==> config.mk <==
export PLATFORM = sky130hd
export DESIGN_NAME = mmio_port_responder
export DESIGN_NICKNAME = d
export VERILOG_FILES = /design/src/rtl/mmio_pkg.sv /design/src/rtl/port_in_sync.sv /design/src/rtl/mmio_port_responder.sv
export SDC_FILE = /design/constraint.sdc
export NUM_CORES = 1
export LEC_CHECK = 0
export ABC_AREA = 1
export CORE_UTILIZATION = 50
export DETAILED_ROUTE_END_ITERATION = 10
export DONT_BUFFER_PORTS = 1
export HOLD_SLACK_MARGIN = 0.12
export PLACE_DENSITY_LB_ADDON = 0.1
export SLEW_MARGIN = 20
export SYNTH_ARGS = -nofsm -noshare
export SYNTH_HDL_FRONTEND = slang
export SYNTH_SLANG_ARGS = --single-unit
==> constraint.sdc <==
create_clock -name clk -period 8.6 [get_ports clk]
set_input_delay 1.72 -clock clk [delete_from_list [all_inputs] [get_ports clk]]
set_output_delay 1.72 -clock clk [all_outputs]
set_load 0.005 [all_outputs]
Run 1, signal metal coverage by tile:
(3 px per micron) 25 x 25 tiles, from dark blue (low) to red (high), scaled to the fullest tile. Values are wire area over tile area, all layers added.
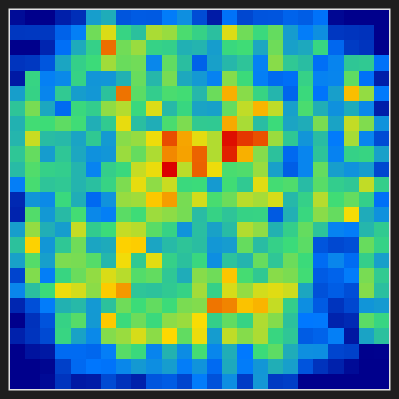
fullest tile: 0.51
densest ninth of the die: center
mean over tiles: 0.21
aggregate routed wire length: 21400 microns
total via count after detailed routing: 6892

Run 1, congestion heat map:
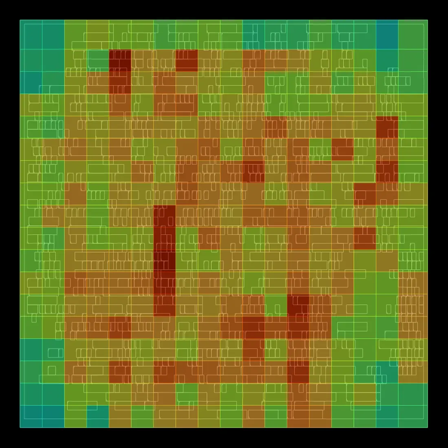
total global routing track utilization: 27.9%
Global Route met3 Usage: 5.65%
busiest grt layer: met2
met1 demand-to-capacity share in global routing: 37.7%

Run 1, the metal 2 layer:
(4 px per micron)
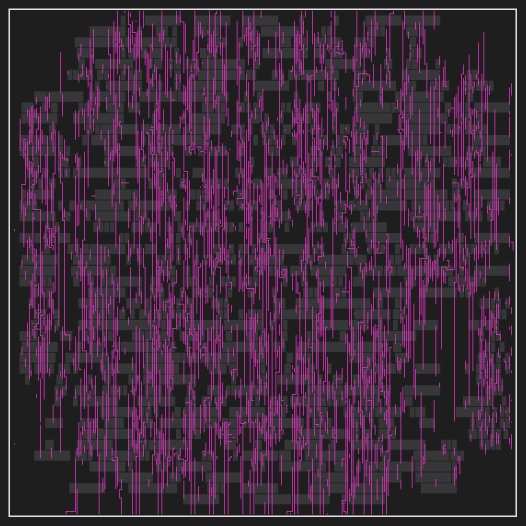
longest straight run: 61.2 microns
share of all routed wire: 47%
wire length on this layer: 10100 microns
met2 usage: 45.5%

==> run notes <==
Worst setup path
- 0.79 ns — Slowest Stage Delay on Critical Path
- input pin to output port — Crit Path Class
- 8 — number of cell instances on the worst register-to-register path
- nor2_4 — cell seen most often among critical-path stages
- 34 — crit-path max FO
- input pin — startpoint type of the worst setup path
- nor2_4 — cell with the biggest individual delay on the critical path
- 3.88 ns — crit path DAT
- 6.67 ns — worst reg-to-reg setup slack
- inv_2 > nand2_2 > nor2_4 > nor2_4 > nand2_1 > buf_4 > a31oi_1 — Critical Path, Cell by Cell
- output port — Worst setup EP type
- 6.88 ns — data required time at the worst endpoint

Final timing
- 36.3% — worst-case headroom to the max-slew limit
- 0 — number of hold-slack violations in the final timing report
- 0 ns — setup total negative slack
- 0.953 ns — transition time of the tightest slew-check pin
- 0 — count of pins over their slew limit
- 65.1% — cycle use final
- 0.00910 ns — clock tree skew after final layout
- 5.60 ns — final period demand of the worst path
- no — RSZ-0062 raised after global routing
- 179 MHz — f_max
- 0 — final setup fails

Synthesis
- 7730 sq um — post-synthesis chip area from yosys
- dfrtp_1 — most area-hungry cell type in the Yosys netlist
- 7.20 sq um — mean instance size in the synthesized netlist
- 1075 — total cells reported by yosys after synthesis
- 1075 — Gate Count Post-Synth
- 1152 — synthesized net count
- 30.1% — Top-area cell share
- 125 — register bit total from synthesis
- 0 — total of warnings raised by yosys
- 37 — distinct cell type count of the synthesized netlist
- 7730 sq um — summed instance area of the synthesized netlist
- dfrtp_1 30%, nand2_1 16%, dfstp_2 11% — synth top area cells
- 41.0% — portion of the post-synthesis area used by sequential elements

Floorplan
- 16000 sq um — Chip Footprint
- 126 microns — Die Span X
- 188 — Tapcells
- 45 — number of placement rows
- 15100 sq um — core area
- 126 microns — vertical die dimension
- 51.1% — floorplan utilization
- 142 — I/O pins

Route
- 5 — drt pass-1 iters
- 1180 microns — routed wire length on met3
- 5.49 — average via count per standard cell
- met4 — uppermost metal layer occupied by signal nets
- 10100 microns — detailed-routed wire length on met2
- 0 — ANT nets after route
- 428 — initial drt markers
- 17.0 microns — average wire length per cell after detail routing
- 9870 microns — Metal-1 WL

Final layout
- 1255 — post-route non-filler standard cell count
- 3870 sq um — combined area of the multi-input logic cells
- 1131 — count of nets after finishing
- 37.8% — share of the final layout cell area in sequential cells
- 55.3% — fraction of the core area covered by cells at the end of the flow
- 7.31% — clock distribution area overhead in the final layout
- 46.2% — combinational fraction of the cell area
- 7 — buffers outside the clock class
- 8.25% — layout overhead on the synthesized area
- 0.628% — fraction of cell area in non-clock buffers
- logic gates — largest class
- 115 — nonclk inv count
- 22 — Clock Buffer Count
- 11.3% — share of final-layout standard cells stronger than drive strength 1
- nand2_1 — top logic cell by instance count in the layout
- 3170 sq um — Register Area
- 1460 — number of inserted filler cells in the final layout
- 0 — ant diodes
- 323 x nand2_1, 111 x inv_1, 107 x nor2_1, 93 x dfrtp_1, 70 x nand3_1 — most common logic cells in the final layout
- 788 — number of multi-input combinational cells in the layout
- 125 — seq_cells

Min path
- register to register — path class of the lowest-slack min-delay path
- 0 — Min-Delay Path Depth

Clock network
- 4 — H-tree level count
- yes — clock tree from TritonCTS
- 125 — count of clock tree sinks
- 0 — setup repair bufs after CTS
- 2 — maximum clock insertion buffer count
- clkbuf_16 — Clk Tree Root Cell
- 0.43 ns — clk latency late pin
- 17 — number of buffers inserted during clock tree synthesis
- 0 — post-cts hold-fix buffer tally
- 0.06 ns — Clock Pin Slew Worst Setup and Hold Paths
- 0 — post_cts resized

GRT
- 34400 microns — wire length of the first global-routing pass
- 0 — global route total overflow
- 65 — largest net degree at the start of global routing
- 6556 — vias in the first global route
- 0 — number of antenna violations at the first check in global routing

Pwr
- 3.77 nW — leakage power total
- 22.9% — switching power as a share of total power
- 169 nW/um^2 — total power per unit cell area
- 1.09 mW — cell internal pwr
- 42.4% — Reg power frac
- 52.8% — clock network fraction of total power
- 138 uV — Max rail drop VDD
- 0.323 mW — reported net switching power
- 4.8% — Comb power frac

Run
- 0 — max cap viols
- 28 — number of OpenROAD warnings

Place
- 1223 — placed cell count
- 14800 microns — HPWL after DPL
- 0 — number of buffer cells added on primary ports
- 0.931 — placer congestion estimate

Outcome
- completed — outcome

==> run 1: cell families after synthesis <==
family	share of synthesized area, %
adder cells (fa/ha/maj)	0.162
XOR/XNOR	4.30
flip-flops	41.0
AND-OR/OR-AND	16.3
buffers and inverters	8.99
AND/OR/NAND/NOR	29.3
==> run 1: critical path, delay by kind of cell <==
| family | cells | cell delay (ns) |
|---|---|---|
| simple gates | 4 | 1.48 |
| buf+inv | 2 | 0.37 |
| compound gates | 1 | 0.29 |
==> run 1: synthesized netlist by cell type, drive strengths merged <==
| master | count |
|---|---|
| nand4 | 13 |
| a221oi | 8 |
| nand3 | 75 |
| nor3 | 4 |
| nor2 | 115 |
| o22a | 1 |
| a21oi | 56 |
| o22ai | 14 |
| xnor2 | 22 |
| o21ai | 118 |
| a22oi | 2 |
| and2 | 1 |
| ha | 1 |
| inv | 115 |
| xor2 | 16 |
| dfstp | 32 |
| buf | 38 |
| o211ai | 1 |
| or2 | 1 |
| a31oi | 14 |
| nand2 | 325 |
| dfrtp | 93 |
| clkbuf | 9 |
| nand3b | 1 |
==> run 1: per-stage QoR <==
stage / worst slack (ns) / area, sq um / total power [mW] / hold slack, ns
after global routing: 2.73 / 8370 / 1.45 / 0.350
after detailed placement: 2.96 / 7760 / 0.677 / 0.335
after CTS: 2.95 / 8370 / 1.42 / 0.348
final: 3.00 / 8370 / 1.41 / 0.347
after global placement: 2.96 / 7760 / 0.676 / 0.332
after floorplan: 3.61 / 7730 / 0.661 / 0.331
==> run 1: power by group through the flow <==
stage	Sequential, mW	Clock [mW]	Combinational (mW)
2_1_floorplan	0.607	0	0.0539
6_report	0.599	0.746	0.0679
5_1_grt	0.599	0.778	0.0773
3_5_place_dp	0.608	0	0.0686
3_3_place_gp	0.608	0	0.0681
4_1_cts	0.599	0.754	0.0690
Power is estimated from default activity; no workload was simulated.
